[src/rtl/mesh_pkg.sv]
// mesh_pkg: shared defaults and width helpers for the mesh VC port.
//   PKT_W_DEF / NUM_VC_DEF / DEPTH_DEF : default parameter values
//   vc_id_w()   : width of the VC-id field (and of the polarity counter)
//   vc_id_msb() : top bit of the VC-id field; the field is [msb -: vc_id_w]
//   cnt_w()     : occupancy counter width, wide enough to hold 0..DEPTH
package mesh_pkg;

  localparam int PKT_W_DEF  = 64;
  localparam int NUM_VC_DEF = 2;
  localparam int DEPTH_DEF  = 4;

  function automatic int vc_id_w(input int num_vc);
    return (num_vc > 1) ? $clog2(num_vc) : 1;
  endfunction

  function automatic int vc_id_msb(input int pkt_w);
    return pkt_w - 1;
  endfunction

  function automatic int cnt_w(input int depth);
    return $clog2(depth) + 1;
  endfunction

endpackage

[src/rtl/mesh_vc_fifo.sv]
// mesh_vc_fifo: single virtual-channel FIFO.
//   clk, reset (async, active-low)
//   push/din  : write request and data (ignored when full)
//   pop       : read request (ignored when empty)
//   full, empty, head (entry at the read pointer), count (0..DEPTH)
module mesh_vc_fifo
  import mesh_pkg::*;
#(
  parameter int W     = PKT_W_DEF,
  parameter int DEPTH = DEPTH_DEF
) (
  input  logic                      clk,
  input  logic                      reset,
  input  logic                      push,
  input  logic [W-1:0]              din,
  input  logic                      pop,
  output logic                      full,
  output logic                      empty,
  output logic [W-1:0]              head,
  output logic [cnt_w(DEPTH)-1:0]   count
);

  localparam int AW = $clog2(DEPTH);
  localparam int CW = cnt_w(DEPTH);
  localparam logic [CW-1:0] FULL_CNT = CW'(DEPTH);

  logic [W-1:0]  mem [DEPTH];
  logic [AW-1:0] wptr;
  logic [AW-1:0] rptr;
  logic          do_push;
  logic          do_pop;

  assign full    = (count == FULL_CNT);
  assign empty   = (count == '0);
  assign head    = mem[rptr];
  assign do_push = push && !full;
  assign do_pop  = pop && !empty;

  // DEPTH is a power of two, so pointers wrap naturally at their width.
  always_ff @(posedge clk or negedge reset) begin
    if (!reset) begin
      wptr  <= '0;
      rptr  <= '0;
      count <= '0;
    end else begin
      if (do_push) wptr <= wptr + AW'(1);
      if (do_pop)  rptr <= rptr + AW'(1);
      case ({do_push, do_pop})
        2'b10:   count <= count + CW'(1);
        2'b01:   count <= count - CW'(1);
        default: count <= count;
      endcase
    end
  end

  // Storage needs no reset: an entry is only visible once count covers it.
  always_ff @(posedge clk) begin
    if (do_push) mem[wptr] <= din;
  end

endmodule

[src/rtl/mesh_vc_port.sv]
// mesh_vc_port: time-slotted virtual-channel port.
//   clk, reset (async, active-low)
//   in_packet/si/ro : inbound packet, send request, ready (VC id in top bits)
//   out_packet/so/ri: outbound head of VC 'polarity', valid, downstream ready
//   polarity        : current output slot, advances every cycle
//   ovf_err         : sticky flag, set when si is raised while ro is low
module mesh_vc_port
  import mesh_pkg::*;
#(
  parameter int PKT_W  = PKT_W_DEF,
  parameter int NUM_VC = NUM_VC_DEF,
  parameter int DEPTH  = DEPTH_DEF
) (
  input  logic                         clk,
  input  logic                         reset,
  input  logic [PKT_W-1:0]             in_packet,
  input  logic                         si,
  output logic                         ro,
  output logic [PKT_W-1:0]             out_packet,
  output logic                         so,
  input  logic                         ri,
  output logic [vc_id_w(NUM_VC)-1:0]   polarity,
  output logic                         ovf_err
);

  localparam int VC_W = vc_id_w(NUM_VC);
  localparam int CW   = cnt_w(DEPTH);

  logic [VC_W-1:0]  in_vc;
  logic             accept;
  logic             drop;
  logic [NUM_VC-1:0] push;
  logic [NUM_VC-1:0] pop;
  logic [NUM_VC-1:0] full;
  logic [NUM_VC-1:0] empty;
  logic [PKT_W-1:0] head  [NUM_VC];
  logic [CW-1:0]    count [NUM_VC];

  assign in_vc  = in_packet[vc_id_msb(PKT_W) -: VC_W];

  // ro looks only at registered occupancy (and reset), never at si/in_packet.
  assign ro     = reset && !(|full);
  assign accept = si && ro;
  assign drop   = si && !ro;

  // count and empty are two views of the same occupancy: valid follows the
  // count, the zeroing of the data bus follows the empty flag.
  assign so         = (count[polarity] != '0);
  assign out_packet = empty[polarity] ? '0 : head[polarity];

  for (genvar g = 0; g < NUM_VC; g++) begin : g_vc
    assign push[g] = accept && (in_vc == VC_W'(g));
    assign pop[g]  = so && ri && (polarity == VC_W'(g));

    mesh_vc_fifo #(
      .W     (PKT_W),
      .DEPTH (DEPTH)
    ) u_fifo (
      .clk   (clk),
      .reset (reset),
      .push  (push[g]),
      .din   (in_packet),
      .pop   (pop[g]),
      .full  (full[g]),
      .empty (empty[g]),
      .head  (head[g]),
      .count (count[g])
    );
  end

  // NUM_VC is a power of two, so the slot counter wraps at its width.
  always_ff @(posedge clk or negedge reset) begin
    if (!reset) begin
      polarity <= '0;
      ovf_err  <= 1'b0;
    end else begin
      polarity <= polarity + VC_W'(1);
      if (drop) ovf_err <= 1'b1;
    end
  end

endmodule

[config.mk]
export PLATFORM = sky130hd
export DESIGN_NAME = mesh_vc_port
export DESIGN_NICKNAME = d
export VERILOG_FILES = /design/src/rtl/mesh_pkg.sv /design/src/rtl/mesh_vc_fifo.sv /design/src/rtl/mesh_vc_port.sv
export SDC_FILE = /design/constraint.sdc
export NUM_CORES = 1
export LEC_CHECK = 0
export CORE_UTILIZATION = 60
export CTS_CLUSTER_DIAMETER = 120
export DETAILED_ROUTE_END_ITERATION = 10
export PLACE_DENSITY = 0.92
export SYNTH_ARGS = -nofsm -noshare
export SYNTH_HDL_FRONTEND = slang
export SYNTH_SLANG_ARGS = --single-unit
[constraint.sdc]
create_clock -name clk -period 4.1 [get_ports clk]
set_input_delay 0.615 -clock clk [delete_from_list [all_inputs] [get_ports clk]]
set_output_delay 0.615 -clock clk [all_outputs]
set_load 0.005 [all_outputs]
==> run_1/pins.png <==
Pins as bars across the die edge, other pins in grey.
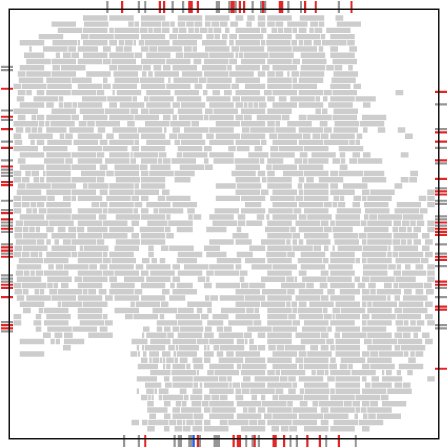
Blue marks ovf_err, pins 1, direction output, edge bottom. Red marks out_packet, pins 64, direction output, edge 18 left, 18 right, 16 top, 12 bottom.

==> run_1/metal_stack.png <==
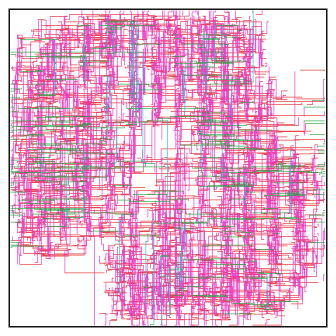
Green marks met3, wire length 3,710 um. Cyan marks met4, wire length 1,260 um. Red marks met1, wire length 17,100 um. Magenta marks met2, wire length 22.4 mm.

==> impl_results.html, run 1 <==
<h3>Run summary</h3>
<table>
<tr><th>Metric</th><th>Value</th></tr>
<tr><th colspan="2">Worst setup path</th></tr>
<tr><td>Cell breakdown of the critical path</td><td>nand2b_2, buf_4, o22ai_1, o21a_1, clkdlybuf4s50_1</td></tr>
<tr><td>Kind of cell adding the most delay to the critical path</td><td>buffers and inverters</td></tr>
<tr><td>Crit start category</td><td>register</td></tr>
<tr><td>Worst setup path end</td><td>out_packet[42]</td></tr>
<tr><td>CP Buf/Inv Count</td><td>2</td></tr>
<tr><td>Register-to-register setup slack</td><td>1.76 ns</td></tr>
<tr><td>Cell with the biggest individual delay on the critical path</td><td>nand2b_2</td></tr>
<tr><td>CP Data Required Time</td><td>3.48 ns</td></tr>
<tr><td>Critical Path Sink Type</td><td>output pin</td></tr>
<tr><td>Crit Path Max Fanout</td><td>36</td></tr>
<tr><td>Destination of the worst register-to-register timing path</td><td>g_vc[0].u_fifo.count[2]</td></tr>
<tr><th colspan="2">Synth</th></tr>
<tr><td>Asr flop ratio synth</td><td>0.0303</td></tr>
<tr><td>Count of state elements after synthesis</td><td>around 530</td></tr>
<tr><td>Library cell with the largest summed area after synthesis</td><td>edfxtp_1</td></tr>
<tr><td>Post-Syn Instances</td><td>1,116</td></tr>
<tr><td>Number of flops mapped to enable cells by yosys</td><td>512</td></tr>
<tr><td>Multiplexer fraction of the synthesized cell area</td><td>0.127</td></tr>
<tr><td>Avg Cell Area, Syn</td><td>18.4 um2</td></tr>
<tr><td>Dominant synthesized flop cell</td><td>edfxtp_1</td></tr>
<tr><td>Yosys synthesis chip area</td><td>20,600 um2</td></tr>
<tr><td>Nets at Floorplan</td><td>1,196</td></tr>
<tr><td>Fa+ha+maj area frac</td><td>0.00804</td></tr>
<tr><th colspan="2">Final timing</th></tr>
<tr><td>Slew at the pin closest to its max-slew limit</td><td>1.00 ns</td></tr>
<tr><td>Total Negative Setup Slacks</td><td>0 ns</td></tr>
<tr><td>Worst clock skew</td><td>0.0202 ns</td></tr>
<tr><td>Final max-slew violation count</td><td>0</td></tr>
<tr><td>Fmax</td><td>260 MHz</td></tr>
<tr><td>Min Tclk post-route</td><td>3.84 ns</td></tr>
<tr><td>Final critical-path share of the clock period</td><td>0.937</td></tr>
<tr><td>Number of setup violations in the final report</td><td>0</td></tr>
<tr><td>Slew margin rel.</td><td>0.331</td></tr>
<tr><td>Setup repair after global routing missed its margin</td><td>false</td></tr>
<tr><th colspan="2">Routing</th></tr>
<tr><td>Remaining antenna violation count after routing</td><td>0</td></tr>
<tr><td>DRC marker count from the first detailed-route iteration</td><td>1,057</td></tr>
<tr><td>Vias per cell</td><td>6.30</td></tr>
<tr><td>Routed wire length</td><td>44,400 um</td></tr>
<tr><td>Via Count</td><td>~11,000</td></tr>
<tr><td>Routed wire length per instance</td><td>25.4 um</td></tr>
<tr><th colspan="2">Min path</th></tr>
<tr><td>Classification of the worst-slack hold path</td><td>in2async</td></tr>
<tr><th colspan="2">Clocking</th></tr>
<tr><td>Clk root buf</td><td>clkbuf_16</td></tr>
<tr><td>CTS tree</td><td>done</td></tr>
<tr><td>Clock-pin slew on the worst setup and hold paths</td><td>0.06 ns</td></tr>
<tr><th colspan="2">Placed design</th></tr>
<tr><td>Count of input and output buffers</td><td>135</td></tr>
<tr><td>Final estimated routing congestion in global placement</td><td>0.758</td></tr>
<tr><td>Estimated wirelength of the detail-placed design</td><td>between 20,000 and 25,000 um</td></tr>
<tr><th colspan="2">Global routing</th></tr>
<tr><td>Global route total overflow</td><td>0</td></tr>
<tr><td>Antenna violations before repair</td><td>1</td></tr>
<tr><td>All-Layer GR Usage</td><td>0.254</td></tr>
<tr><td>Largest net degree at the start of global routing</td><td>between 70 and 80</td></tr>
<tr><td>Via count of the first global-routing pass</td><td>~11,000</td></tr>
<tr><th colspan="2">Power</th></tr>
<tr><td>Switching power summed over all nets</td><td>4450 uW</td></tr>
<tr><td>Overall power consumption</td><td>between 15,000 and 20,000 uW</td></tr>
<tr><td>Switching portion of total power</td><td>0.281</td></tr>
<tr><td>Total leakage power</td><td>between 0.008 and 0.009 uW</td></tr>
<tr><td>Pwr dens</td><td>653 nW/um2</td></tr>
<tr><td>Logic pwr share</td><td>0.287</td></tr>
<tr><th colspan="2">Outcome</th></tr>
<tr><td>Outcome</td><td>finished clean</td></tr>
<tr><th colspan="2">Layout</th></tr>
<tr><td>Ratio of cells with drive above 1 in the final layout</td><td>0.0929</td></tr>
<tr><th colspan="2">Die</th></tr>
<tr><td>Core outline area</td><td>33,600 um2</td></tr>
<tr><td>Die Span X</td><td>187 um</td></tr>
<tr><th colspan="2">Flow run</th></tr>
<tr><td># Max-Cap Violations</td><td>0</td></tr>
</table>
==> run_1/final_placement.png <==
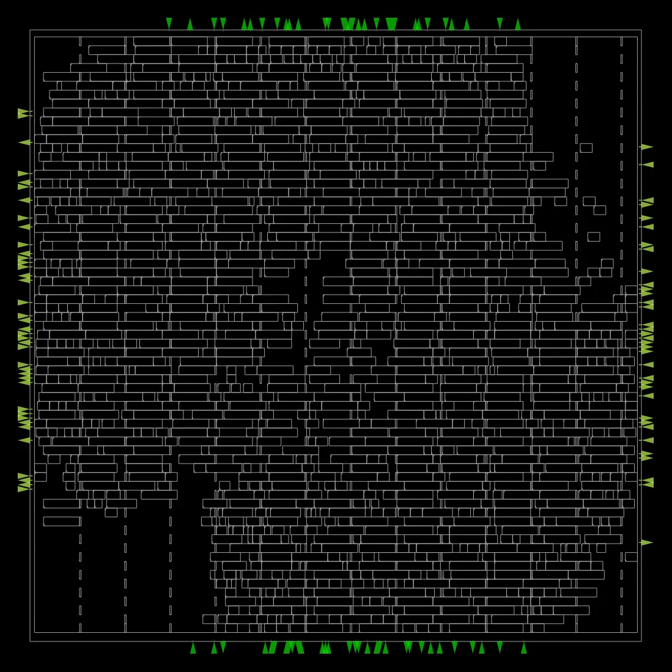
tally of filler cells in the layout: 1,881
# Taps: 448
# rows: 67
proportion of cell area occupied by registers: 0.651

-- run 1: power by group through the flow --
| stage | clock (uW) | sequential [uW] | combinational (uW) |
|---|---|---|---|
| 6_report | 4730 | 6560 | 4540 |
| 5_1_grt | 4960 | 6580 | 4780 |
| 4_1_cts | 4750 | 6550 | 4550 |
| 3_5_place_dp | 0 | 6660 | 4480 |
| 3_3_place_gp | 0 | 6630 | 4340 |
| 2_1_floorplan | 0 | 6500 | 2770 |
-- run 1: kinds of logic after synthesis --
logic type | Yosys count
fa+ha+maj | 12
simple gates | 27
mux | 259
buf+inv | 81
compound gates | 197
flops | 528
xor+xnor | 12
-- run 1: cell usage in the layout, fill, tap and decap left out, types with 8 or more instances in the layout --
cell type          n
clkbuf_16         51
inv_1             14
buf_12            16
edfxtp_1         512
and2_4             8
mux2i_1          257
clkinv_1          11
clkinv_2           9
o22ai_1          128
ha_1              10
o21a_1            64
clkdlybuf4s50_1  135
dfrtp_1           14
buf_4             13
bufinv_16          8
-- run 1: stage by stage --
stage	hold WS, ns	std cells	instance area, um2	worst slack (ns)
2_1_floorplan	0.319	1116	20600	1.78
3_3_place_gp	0.461	1661	22600	1.05
3_5_place_dp	0.478	1661	22600	0.924
4_1_cts	0.377	1751	24200	0.285
5_1_grt	0.410	1752	24300	0.187
6_report	0.383	1752	24300	0.257
-- run 1: state kept, by name, summed over array words and instances, names as in the netlist --
name / cells
g_vc.u_fifo.count: 6
g_vc.u_fifo.mem: 512
ovf_err: 1
g_vc.u_fifo.wptr: 4
g_vc.u_fifo.rptr: 4
polarity: 1
-- run 1: cell type report --
type	count	area share
Sequential cell	528	0.651
Multi-Input combinational cell	507	0.181
Timing Repair Buffer	164	0.0730
Clock buffer	58	0.0541
Tap cell	448	0.0231
Clock inverter	32	0.0157
Inverter	14	0.00217
Antenna cell	1	0.000103
-- run 1: cells in the mapped netlist (all sizes together), types with 5 or more instances --
library cell / number
and2: 8
edfxtp: 512
o21a: 64
xnor2: 5
mux2i: 257
xor2: 7
dfrtp: 16
clkbuf: 21
inv: 14
o22ai: 128
ha: 10
buf: 46
-- run 1: metal layers --
layer | global-route usage | up-vias | wire length [um] | share of wire
met2 | 0.433 | 616 | 22400 | 0.50
met5 | 0 | - | 0 | 0
met3 | 0.0415 | 104 | 3710 | 0.084
met4 | 0.0861 | 0 | 1260 | 0.028
met1 | 0.333 | 5555 | 17100 | 0.38
li1 | - | 4761 | - | -
-- run 1: how the worst min path moves through the flow --
stage	depth (start not counted)	slack (ns)	endpoint
2_1_floorplan	0	0.32	g_vc[0].u_fifo.count[0]
3_3_place_gp	1	0.46	ovf_err
3_5_place_dp	1	0.48	g_vc[0].u_fifo.count[2]
4_1_cts	2	0.38	g_vc[0].u_fifo.count[0]
5_1_grt	2	0.41	g_vc[0].u_fifo.count[0]
6_report	2	0.38	g_vc[0].u_fifo.count[0]
==> run_1/cell_classes.png <==
Fill, decap, tap and diode cells in grey.
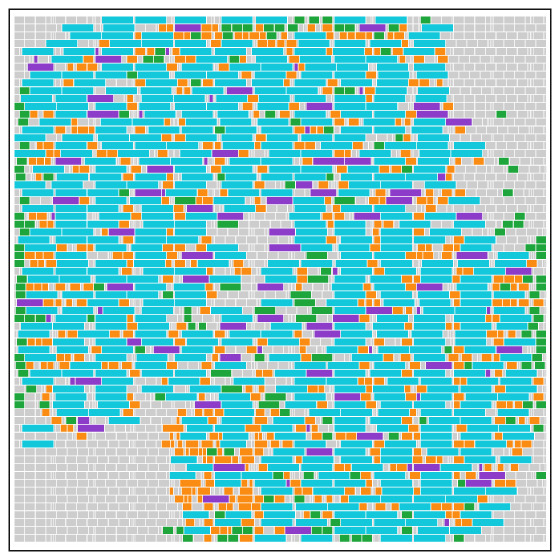

==> inputs of run 2 (changes only) <==
--- a/config.mk
+++ b/config.mk
@@ -8,7 +8,7 @@
 export CORE_UTILIZATION = 60
 export CTS_CLUSTER_DIAMETER = 120
 export DETAILED_ROUTE_END_ITERATION = 10
-export PLACE_DENSITY = 0.92
+export PLACE_DENSITY_LB_ADDON = 0.3
 export SYNTH_ARGS = -nofsm -noshare
 export SYNTH_HDL_FRONTEND = slang
 export SYNTH_SLANG_ARGS = --single-unit
==> run_2/cell_classes.png <==
Fill, decap, tap and diode cells in grey.
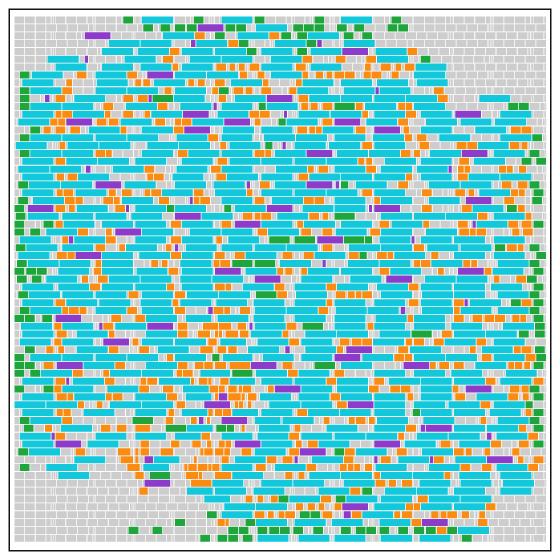
Purple marks clock drivers and dummy loads, cells 89, share of their area 6.2%. Cyan marks flip-flops, cells 528, share of their area 67%. Orange marks all other logic, cells 521, share of their area 19%. Green marks other buffers and delay cells, cells 163, share of their area 7.5%.

==> run 2 against run 1 <==
Effect of this change:
- die size unchanged
- critical path type unchanged
- worst setup slack worse by 0.059 ns
- first-iteration DRC count fell by 13%
- fmax is 1.5% lower
- highest routed layer unchanged
- count of clock-buffer cells in the layout is 4 higher
- sequential cell count stayed put
- total power down 4.1%
- critical path depth stayed put
- design area decreased by 1.1%
- routed wire length down 9.8%
- synthesized cell count unchanged
- register-to-register slack hardly changed
==> impl_results.html, run 2 <==
<h3>Run summary</h3>
<table>
<tr><th>Metric</th><th>Value</th></tr>
<tr><th colspan="2">Outcome</th></tr>
<tr><td>Outcome</td><td>finished clean</td></tr>
<tr><th colspan="2">Placed design</th></tr>
<tr><td>Final estimated routing congestion in global placement</td><td>0.732 (-3.3%)</td></tr>
<tr><td>Post-Place Worst Slack</td><td>0.894 ns (-0.0302 ns)</td></tr>
<tr><td>Placed cells</td><td>1,660 (-0.060%)</td></tr>
<tr><td>Count of input and output buffers</td><td>135 (unchanged)</td></tr>
<tr><td>Estimated wirelength of the detail-placed design</td><td>22,600 um (-6.8%)</td></tr>
<tr><th colspan="2">Final timing</th></tr>
<tr><td>Slew at the pin closest to its max-slew limit</td><td>1.10 ns (+0.0944 ns)</td></tr>
<tr><td>Total Negative Setup Slacks</td><td>0 ns (unchanged)</td></tr>
<tr><td>Count of endpoints failing hold in the final timing report</td><td>0</td></tr>
<tr><td>Fmax</td><td>256 MHz (-1.5%)</td></tr>
<tr><td>Final max-slew violation count</td><td>0 (unchanged)</td></tr>
<tr><td>Setup repair after global routing missed its margin</td><td>false</td></tr>
<tr><td>Min Tclk post-route</td><td>3.90 ns (+0.0594 ns)</td></tr>
<tr><td>Final critical-path share of the clock period</td><td>0.952 (+0.0145)</td></tr>
<tr><td>Worst clock skew</td><td>0.0268 ns (+0.00658 ns)</td></tr>
<tr><td>Worst setup margin</td><td>0.198 ns (-0.0594 ns)</td></tr>
<tr><td>Number of setup violations in the final report</td><td>0 (unchanged)</td></tr>
<tr><td>Worst hold slack</td><td>0.354 ns (-0.0294 ns)</td></tr>
<tr><td>Slew margin rel.</td><td>0.265 (-0.0657)</td></tr>
<tr><th colspan="2">Layout</th></tr>
<tr><td>Largest registers</td><td>g_vc.u_fifo.mem: 512 flops, g_vc.u_fifo.count: 6 flops</td></tr>
<tr><td>Tally of filler cells in the layout</td><td>2,047 (+8.8%)</td></tr>
<tr><td>Register with the most flip-flops</td><td>g_vc.u_fifo.mem</td></tr>
<tr><td>Final net count</td><td>1,344</td></tr>
<tr><td>Most common library cell in the layout ignoring fill and taps</td><td>edfxtp_1</td></tr>
<tr><td>Filler-free cell count of the finished design</td><td>1,749 (-0.17%)</td></tr>
<tr><td>Area growth, synth to finish</td><td>16.8%</td></tr>
<tr><td>Max FFs per register</td><td>512 (unchanged)</td></tr>
<tr><td>Ant. Diodes</td><td>0 (-1)</td></tr>
<tr><td>Most used cells in the layout excluding fill and tap cells</td><td>512 x edfxtp_1, 257 x mux2i_1, 135 x clkdlybuf4s50_1, 128 x o22ai_1, 64 x o21a_1</td></tr>
<tr><td>Ratio of cells with drive above 1 in the final layout</td><td>0.0861 (-0.00677)</td></tr>
<tr><th colspan="2">Synth</th></tr>
<tr><td>Synthesized cell area</td><td>20,600 um2</td></tr>
<tr><td>Avg Cell Area, Syn</td><td>18.4 um2 (unchanged)</td></tr>
<tr><td>Sequential cell area fraction in the yosys report</td><td>0.768</td></tr>
<tr><td>Count of cell types in the netlist</td><td>30</td></tr>
<tr><td>Number of standard cells reported by yosys</td><td>1,116</td></tr>
<tr><td>Biggest area cells</td><td>edfxtp_1 75%, mux2i_1 13%, o22ai_1 3.9%, o21a_1 2.3%, dfrtp_1 1.9%</td></tr>
<tr><td>Synthesis Warnings</td><td>0</td></tr>
<tr><td>Asr flop ratio synth</td><td>0.0303 (unchanged)</td></tr>
<tr><td>Post-Syn Instances</td><td>1,116 (unchanged)</td></tr>
<tr><td>Dominant synthesized flop cell</td><td>edfxtp_1</td></tr>
<tr><td>Yosys synthesis chip area</td><td>20,600 um2 (unchanged)</td></tr>
<tr><td>Nets at Floorplan</td><td>1,196 (unchanged)</td></tr>
<tr><td>Library cell with the largest summed area after synthesis</td><td>edfxtp_1</td></tr>
<tr><td>Area share of the largest cell type after synthesis</td><td>0.748</td></tr>
<tr><td>Top cell types by occurrence after synthesis</td><td>512 x edfxtp_1, 257 x mux2i_1, 128 x o22ai_1</td></tr>
<tr><td>Number of flops mapped to enable cells by yosys</td><td>512 (unchanged)</td></tr>
<tr><td>Leading cell type by number of instances after synthesis</td><td>edfxtp_1</td></tr>
<tr><td>Count of state elements after synthesis</td><td>528 (unchanged)</td></tr>
<tr><th colspan="2">Flow run</th></tr>
<tr><td># Max-Cap Violations</td><td>0 (unchanged)</td></tr>
<tr><td>Count of tool warnings</td><td>32</td></tr>
<tr><th colspan="2">Routing</th></tr>
<tr><td>First-pass detailed-route iteration total</td><td>5</td></tr>
<tr><td>Vias per cell</td><td>6.00 (-4.8%)</td></tr>
<tr><td>Remaining antenna violation count after routing</td><td>0 (unchanged)</td></tr>
<tr><td>Routed wire length</td><td>40,100 um (-9.8%)</td></tr>
<tr><td>Total DRC errors in the routed layout</td><td>0</td></tr>
<tr><td>Routed wire length per instance</td><td>22.9 um (-9.7%)</td></tr>
<tr><td>Via Count</td><td>10,500 (-4.9%)</td></tr>
<tr><td>DRC marker count from the first detailed-route iteration</td><td>915 (-13%)</td></tr>
<tr><th colspan="2">Die</th></tr>
<tr><td>Die Span X</td><td>187 um (unchanged)</td></tr>
<tr><td>I/O pin total</td><td>around 140</td></tr>
<tr><td># rows</td><td>67 (unchanged)</td></tr>
<tr><td>Die height</td><td>187 um</td></tr>
<tr><td>Core outline area</td><td>33,600 um2 (unchanged)</td></tr>
<tr><td>Initial core utilization</td><td>0.611</td></tr>
<tr><td>Full die area</td><td>between 30,000 and 40,000 um2</td></tr>
<tr><th colspan="2">Clocking</th></tr>
<tr><td>Clk root buf</td><td>clkbuf_16</td></tr>
<tr><td>Number of H-tree levels</td><td>2</td></tr>
<tr><td>Number of hold-repair buffers added at the cts stage</td><td>0</td></tr>
<tr><td>Worst-skew pair later-pin latency</td><td>0.57 ns</td></tr>
<tr><td>Number of cells upsized or downsized after cts</td><td>0</td></tr>
<tr><td>CTS tree</td><td>done</td></tr>
<tr><td>TritonCTS buffer count</td><td>50</td></tr>
<tr><td>Maximum buffer depth of the clock tree</td><td>3</td></tr>
<tr><td>Total number of clock tree sinks</td><td>roughly 530</td></tr>
<tr><td>Number of buffers added for setup after CTS</td><td>0</td></tr>
<tr><td>Clock-pin slew on the worst setup and hold paths</td><td>0.06 ns (about the same)</td></tr>
<tr><th colspan="2">Worst setup path</th></tr>
<tr><td>Endpoint arrival time on the critical path</td><td>3.29 ns</td></tr>
<tr><td>Crit Path Max Fanout</td><td>36 (unchanged)</td></tr>
<tr><td>Critical Path Sink Type</td><td>output pin</td></tr>
<tr><td>Critical path class</td><td>reg2out</td></tr>
<tr><td>CP Data Required Time</td><td>3.48 ns (about the same)</td></tr>
<tr><td>Crit start category</td><td>register</td></tr>
<tr><th colspan="2">Min path</th></tr>
<tr><td>Classification of the worst-slack hold path</td><td>in2async</td></tr>
<tr><th colspan="2">Global routing</th></tr>
<tr><td>First-pass GRT wire length</td><td>62,200 um</td></tr>
<tr><td>Via count of the first global-routing pass</td><td>11,100 (-1.6%)</td></tr>
<tr><td>Largest net degree at the start of global routing</td><td>55 (-25%)</td></tr>
<tr><td>Global route total overflow</td><td>0 (unchanged)</td></tr>
<tr><td>All-Layer GR Usage</td><td>0.233 (-0.0207)</td></tr>
<tr><td>Antenna violations before repair</td><td>0 (-1)</td></tr>
<tr><th colspan="2">Power</th></tr>
<tr><td>Total leakage power</td><td>0.00838 uW (-1.6%)</td></tr>
<tr><td>Maximum VDD drop</td><td>approximately 0.46 mV</td></tr>
<tr><td>Pwr dens</td><td>633 nW/um2 (-3.0%)</td></tr>
</table>
-- run 2: cell counts after synthesis --
No cell type changed its count.
-- run 2: metrics by stage --
step	cell area [um2]	util	power (uW)
after floorplan	20600	-	9270
after global placement	22500	0.671	11100
after detailed placement	22500	0.671	11200
after CTS	24000	0.714	15300
after global routing	24000	0.714	15800
final	24000	0.714	15200
-- run 2: path summary, 6_finish.rpt --
path,from,to,slack [ns],depth (start not counted)
max in group asynchronous,reset,g_vc[1].u_fifo.rptr[0],3.23,2
worst max register to register,g_vc[1].u_fifo.count[1],g_vc[1].u_fifo.count[2],1.77,9
min in group clk,ovf_err,ovf_err,0.49,1
worst max-delay path,polarity,out_packet[5],0.20,5
worst min-delay path,reset,g_vc[0].u_fifo.count[0],0.35,1
worst min register to register,ovf_err,ovf_err,0.49,1
-- run 2: worst max-delay path: stages, from the launching register on --
cell	delay [ns]
dfrtp_1	0.61
or2_2	0.90
buf_4	0.41
o22ai_1	0.12
o21a_1	0.21
clkdlybuf4s50_1	0.47
-- run 2: final cells by class --
cell class | instances | area, um2 | area share
clock buffer | 62 | 1320 | 0.0549
inverter | 14 | 52.6 | 0.00219
timing repair buffer | 163 | 1760 | 0.0734
multi-input combinational | 507 | 4390 | 0.183
sequential | 528 | 15800 | 0.658
tap | 448 | 561 | 0.0234
clock inverter | 27 | 129 | 0.00537
-- run 2: cell families (layout without fill, tap and decap cells) --
logic type               after synthesis  in the layout  synth area share
multiplexers                         259            259             0.127
flip-flops                           528            528             0.768
AND-OR/OR-AND                        197            197            0.0641
adder cells (fa/ha/maj)               12             12           0.00804
XOR/XNOR                              12             12           0.00511
buffers and inverters                 81            266            0.0202
AND/OR/NAND/NOR                       27             27           0.00834
-- run 2: per-layer routing --
metal	global-route usage	part of all wire	vias up
met5	0	0	-
met3	0.0332	0.058	81
met4	0.0832	0.025	0
met2	0.398	0.51	353
li1	-	-	4755
met1	0.308	0.40	5302
-- run 2: power breakdown --
group	switching, uW	internal (uW)
combinational	2140	2300
clock	1860	2270
sequential	312	6300
==> run_2/pins.png <==
Pins as bars across the die edge, other pins in grey.
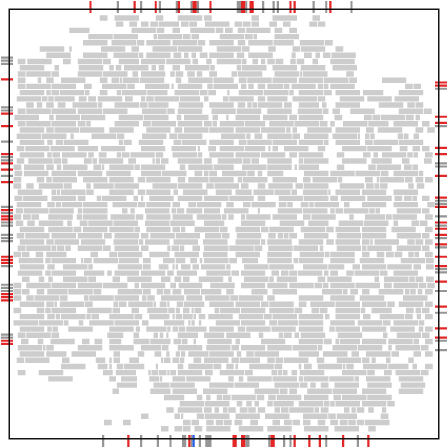

==> inputs of run 3 (changes only) <==
--- a/config.mk
+++ b/config.mk
@@ -7,8 +7,10 @@
 export LEC_CHECK = 0
 export CORE_UTILIZATION = 60
 export CTS_CLUSTER_DIAMETER = 120
+export CTS_CLUSTER_SIZE = 28
 export DETAILED_ROUTE_END_ITERATION = 10
 export PLACE_DENSITY_LB_ADDON = 0.3
+export SKIP_LAST_GASP = 1
 export SYNTH_ARGS = -nofsm -noshare
 export SYNTH_HDL_FRONTEND = slang
 export SYNTH_SLANG_ARGS = --single-unit
==> run_3/pins.png <==
Pins as bars across the die edge, other pins in grey.
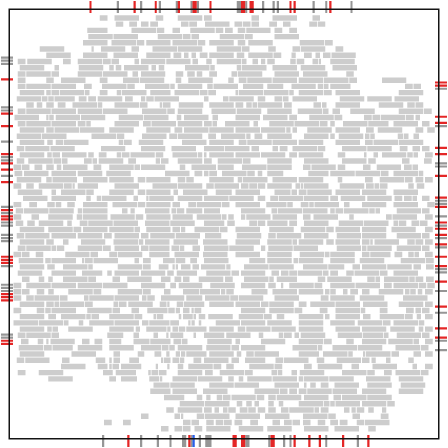
Red marks out_packet, pins 64, direction output, edge 19 right, 18 left, 14 top, 13 bottom. Blue marks ovf_err, pins 1, direction output, edge bottom.
All pins by edge: 40 left, 35 right, 32 bottom, 29 top.

==> run 3 against run 2 <==
Effect of this change:
- non-clock buffer count stayed put
- worst setup slack better by 0.10 ns
- highest routed layer unchanged
- global-route usage is 1.1 points lower
- critical endpoint is now out_packet[54]
- total power is 10% lower
- critical path depth is 1 lower
==> impl_results.html, run 3 <==
<h3>Run summary</h3>
<table>
<tr><th>Metric</th><th>Value</th></tr>
<tr><th colspan="2">Outcome</th></tr>
<tr><td>Outcome</td><td>finished clean</td></tr>
<tr><th colspan="2">Synth</th></tr>
<tr><td>Leading cell type by number of instances after synthesis</td><td>edfxtp_1</td></tr>
<tr><td>Synthesized cell area</td><td>20,600 um2 (unchanged)</td></tr>
<tr><td>Avg Cell Area, Syn</td><td>18.4 um2 (unchanged)</td></tr>
<tr><td>Top cell types by occurrence after synthesis</td><td>512 x edfxtp_1, 257 x mux2i_1, 128 x o22ai_1</td></tr>
<tr><td>Biggest area cells</td><td>edfxtp_1 75%, mux2i_1 13%, o22ai_1 3.9%, o21a_1 2.3%, dfrtp_1 1.9%</td></tr>
<tr><td>Sequential cell area fraction in the yosys report</td><td>0.768 (unchanged)</td></tr>
<tr><td>Yosys synthesis chip area</td><td>20,600 um2 (unchanged)</td></tr>
<tr><td>Asr flop ratio synth</td><td>0.0303 (unchanged)</td></tr>
<tr><td>Synthesis Warnings</td><td>0 (unchanged)</td></tr>
<tr><td>Count of cell types in the netlist</td><td>30 (unchanged)</td></tr>
<tr><td>Number of standard cells reported by yosys</td><td>1,116 (unchanged)</td></tr>
<tr><td>Count of state elements after synthesis</td><td>528 (unchanged)</td></tr>
<tr><td>Post-Syn Instances</td><td>1,116 (unchanged)</td></tr>
<tr><td>Library cell with the largest summed area after synthesis</td><td>edfxtp_1</td></tr>
<tr><td>Area share of the largest cell type after synthesis</td><td>0.748 (unchanged)</td></tr>
<tr><td>Dominant synthesized flop cell</td><td>edfxtp_1</td></tr>
<tr><td>Nets at Floorplan</td><td>1,196 (unchanged)</td></tr>
<tr><th colspan="2">Power</th></tr>
<tr><td>Switching portion of total power</td><td>0.287 (+0.00324)</td></tr>
<tr><td>Portion of total power attributed to sequential cells</td><td>0.484 (+0.048)</td></tr>
<tr><td>Clock share of power</td><td>0.192 (-0.080)</td></tr>
<tr><td>Logic pwr share</td><td>0.324 (+0.031)</td></tr>
<tr><td>Cell internal power dissipation</td><td>9720 uW (-11%)</td></tr>
<tr><td>Maximum VDD drop</td><td>0.417 mV (-8.9%)</td></tr>
<tr><td>Pwr dens</td><td>588 nW/um2 (-7.1%)</td></tr>
<tr><td>Total leakage power</td><td>0.00798 uW (-4.7%)</td></tr>
<tr><td>Switching power summed over all nets</td><td>3920 uW (-9.1%)</td></tr>
<tr><th colspan="2">Placed design</th></tr>
<tr><td>Cell area after placement</td><td>22,500 um2 (unchanged)</td></tr>
<tr><td>Estimated wirelength of the detail-placed design</td><td>22,600 um (unchanged)</td></tr>
<tr><td>Post-Place Worst Slack</td><td>0.894 ns (unchanged)</td></tr>
<tr><td>Count of input and output buffers</td><td>135 (unchanged)</td></tr>
<tr><td>Final estimated routing congestion in global placement</td><td>0.732 (unchanged)</td></tr>
<tr><th colspan="2">Global routing</th></tr>
<tr><td>All-Layer GR Usage</td><td>0.222 (-0.0105)</td></tr>
<tr><td>Via count of the first global-routing pass</td><td>10,600 (-5.0%)</td></tr>
<tr><td>First-pass GRT wire length</td><td>59,900 um (-3.7%)</td></tr>
<tr><td>Antenna violations before repair</td><td>0 (unchanged)</td></tr>
<tr><td>Largest net degree at the start of global routing</td><td>55 (unchanged)</td></tr>
<tr><th colspan="2">Worst setup path</th></tr>
<tr><td>CP Buf/Inv Count</td><td>2 (unchanged)</td></tr>
<tr><td>Kind of cell adding the most delay to the critical path</td><td>AND-OR/OR-AND gates</td></tr>
<tr><td>Crit Path Max Fanout</td><td>31 (-14%)</td></tr>
<tr><td>Critical Path Sink Type</td><td>output pin</td></tr>
<tr><td>Cell breakdown of the critical path</td><td>o21ai_4, buf_4, o21a_1, clkdlybuf4s50_1</td></tr>
<tr><td>Max stage delay on crit path</td><td>0.92 ns (+0.02 ns)</td></tr>
<tr><td>CP Data Required Time</td><td>3.48 ns (about the same)</td></tr>
<tr><td>Endpoint arrival time on the critical path</td><td>3.18 ns (-0.11 ns)</td></tr>
<tr><td>Crit start category</td><td>register</td></tr>
<tr><td>Critical path class</td><td>reg2out</td></tr>
<tr><td>Cell with the biggest individual delay on the critical path</td><td>o21ai_4</td></tr>
<tr><th colspan="2">Layout</th></tr>
<tr><td>Final net count</td><td>1,316 (-2.1%)</td></tr>
<tr><td>Most used cells in the layout excluding fill and tap cells</td><td>512 x edfxtp_1, 257 x mux2i_1, 135 x clkdlybuf4s50_1, 128 x o22ai_1, 64 x o21a_1</td></tr>
<tr><td>Final design instance area without fill</td><td>23,200 um2 (-3.3%)</td></tr>
<tr><td>Largest registers</td><td>g_vc.u_fifo.mem: 512 flops, g_vc.u_fifo.count: 6 flops</td></tr>
<tr><td>Register with the most flip-flops</td><td>g_vc.u_fifo.mem</td></tr>
<tr><td>Ratio of cells with drive above 1 in the final layout</td><td>0.0567 (-0.0294)</td></tr>
<tr><td>Most common library cell in the layout ignoring fill and taps</td><td>edfxtp_1</td></tr>
<tr><td>Area growth, synth to finish</td><td>13.0%</td></tr>
<tr><td>Ant. Diodes</td><td>0 (unchanged)</td></tr>
<tr><td>Tally of filler cells in the layout</td><td>2,156 (+5.3%)</td></tr>
<tr><td>Max FFs per register</td><td>512 (unchanged)</td></tr>
<tr><th colspan="2">Final timing</th></tr>
<tr><td>Setup repair after global routing missed its margin</td><td>false</td></tr>
<tr><td>Min Tclk post-route</td><td>3.80 ns (-0.103 ns)</td></tr>
<tr><td>Slew at the pin closest to its max-slew limit</td><td>1.11 ns (+0.0139 ns)</td></tr>
<tr><td>Final critical-path share of the clock period</td><td>0.927 (-0.0251)</td></tr>
<tr><td>Slew margin rel.</td><td>0.256 (-0.00931)</td></tr>
<tr><td>Count of endpoints failing hold in the final timing report</td><td>0 (unchanged)</td></tr>
<tr><td>Worst setup margin</td><td>0.301 ns (+0.103 ns)</td></tr>
<tr><td>Total Negative Setup Slacks</td><td>0 ns (unchanged)</td></tr>
<tr><td>Final max-slew violation count</td><td>0 (unchanged)</td></tr>
<tr><td>Fmax</td><td>263 MHz (+2.7%)</td></tr>
<tr><td>Worst clock skew</td><td>0.0213 ns (-0.00541 ns)</td></tr>
<tr><td>Number of setup violations in the final report</td><td>0 (unchanged)</td></tr>
<tr><th colspan="2">Min path</th></tr>
<tr><td>Classification of the worst-slack hold path</td><td>in2async</td></tr>
<tr><th colspan="2">Clocking</th></tr>
<tr><td>Clock-pin slew on the worst setup and hold paths</td><td>0.10 ns (+0.04 ns)</td></tr>
<tr><td>Number of H-tree levels</td><td>1 (-1)</td></tr>
<tr><td>Maximum buffer depth of the clock tree</td><td>3 (unchanged)</td></tr>
<tr><td>CTS tree</td><td>done</td></tr>
<tr><td>Number of cells upsized or downsized after cts</td><td>0 (unchanged)</td></tr>
<tr><td>Number of buffers added for setup after CTS</td><td>0 (unchanged)</td></tr>
<tr><td>Worst-skew pair later-pin latency</td><td>0.55 ns (-0.02 ns)</td></tr>
<tr><td>Number of hold-repair buffers added at the cts stage</td><td>0 (unchanged)</td></tr>
<tr><td>Total number of clock tree sinks</td><td>528 (unchanged)</td></tr>
<tr><td>Clk root buf</td><td>clkbuf_16</td></tr>
<tr><td>TritonCTS buffer count</td><td>22 (-56%)</td></tr>
<tr><th colspan="2">Die</th></tr>
<tr><td>I/O pin total</td><td>136 (unchanged)</td></tr>
<tr><td>Die Span X</td><td>187 um (unchanged)</td></tr>
<tr><td>Initial core utilization</td><td>0.611 (unchanged)</td></tr>
<tr><td>Core outline area</td><td>33,600 um2 (unchanged)</td></tr>
<tr><td>Full die area</td><td>35,000 um2 (unchanged)</td></tr>
<tr><td># rows</td><td>67 (unchanged)</td></tr>
<tr><th colspan="2">Routing</th></tr>
<tr><td>Met2 layer wire length in the routed design</td><td>19,800 um (-3.2%)</td></tr>
<tr><td>Remaining antenna violation count after routing</td><td>0 (unchanged)</td></tr>
<tr><td>Uppermost layer routed</td><td>met4</td></tr>
<tr><td>Wire length on met3</td><td>2070 um (-12%)</td></tr>
<tr><td>Routed wire length</td><td>38,700 um (-3.5%)</td></tr>
<tr><td>Via Count</td><td>10,300 (-2.1%)</td></tr>
<tr><td>Vias per cell</td><td>6.04 (+0.73%)</td></tr>
<tr><td>Routed wire length per instance</td><td>22.8 um (-0.70%)</td></tr>
<tr><td>Routed metal-1 wire length</td><td>16,100 um (-0.67%)</td></tr>
<tr><td>First-pass detailed-route iteration total</td><td>6 (+1)</td></tr>
<tr><td>DRC marker count from the first detailed-route iteration</td><td>899 (-1.7%)</td></tr>
<tr><td>Total DRC errors in the routed layout</td><td>0 (unchanged)</td></tr>
<tr><th colspan="2">Flow run</th></tr>
<tr><td>Count of tool warnings</td><td>32 (unchanged)</td></tr>
<tr><td># Max-Cap Violations</td><td>0 (unchanged)</td></tr>
</table>
## run 3: cell counts after synthesis
No cell type changed its count.
## run 3: final timing paths
check / start / endpoint / slack, ns / depth (start not counted)
hold reg to reg: g_vc[0].u_fifo.count[2] / g_vc[0].u_fifo.count[2] / 0.50 / 1
setup / recovery: polarity / out_packet[54] / 0.30 / 4
hold / removal: reset / g_vc[0].u_fifo.wptr[1] / 0.34 / 1
min in group clk: g_vc[0].u_fifo.count[2] / g_vc[0].u_fifo.count[2] / 0.50 / 1
setup reg to reg: g_vc[1].u_fifo.count[1] / g_vc[1].u_fifo.count[2] / 1.76 / 9
max in group asynchronous: reset / g_vc[0].u_fifo.rptr[1] / 3.25 / 2
## run 3: power by group through the flow
| stage | clock network (uW) | logic (uW) | registers [uW] |
|---|---|---|---|
| final | 2620 | 4420 | 6600 |
| after global routing | 2830 | 4740 | 6640 |
| after CTS | 2660 | 4470 | 6600 |
| after detailed placement | 0 | 4440 | 6720 |
| after global placement | 0 | 4410 | 6700 |
| after floorplan | 0 | 2770 | 6500 |
## run 3: final cells by class
class                           count  area, um2  share of cell area
Sequential cell                   528      15800               0.680
Multi-Input combinational cell    507       4390               0.189
Timing Repair Buffer              163       1760              0.0759
Clock buffer                       39        636              0.0274
Tap cell                          448        561              0.0241
Inverter                           14       52.6             0.00226
Clock inverter                      1       30.0             0.00129
## run 3: kinds of logic (layout without fill, tap and decap cells)
| logic type | count (synthesis) | count (layout) | share of synthesized area |
|---|---|---|---|
| flip-flops | 528 | 528 | 0.768 |
| multiplexers | 259 | 259 | 0.127 |
| AND-OR/OR-AND | 197 | 197 | 0.0641 |
| buffers and inverters | 81 | 217 | 0.0202 |
| AND/OR/NAND/NOR | 27 | 27 | 0.00834 |
| adder cells (fa/ha/maj) | 12 | 12 | 0.00804 |
| XOR/XNOR | 12 | 12 | 0.00511 |
## run 3: through the flow
step | hold WS [ns] | std cells | power, uW | util
global route | 0.368 | 1700 | 14200 | 0.691
finish | 0.340 | 1700 | 13600 | 0.691
floorplan | 0.319 | 1116 | 9270 | -
global placement | 0.460 | 1660 | 11100 | 0.671
detailed placement | 0.482 | 1660 | 11200 | 0.671
CTS | 0.342 | 1700 | 13700 | 0.691
## run 3: layer usage
layer  up-vias  track usage
met5         -            0
met1      5223        0.307
met4         0       0.0489
met2       335        0.384
li1       4668            -
met3        46       0.0263
Power figures rest on the tool's default switching activity, not on a simulated workload.
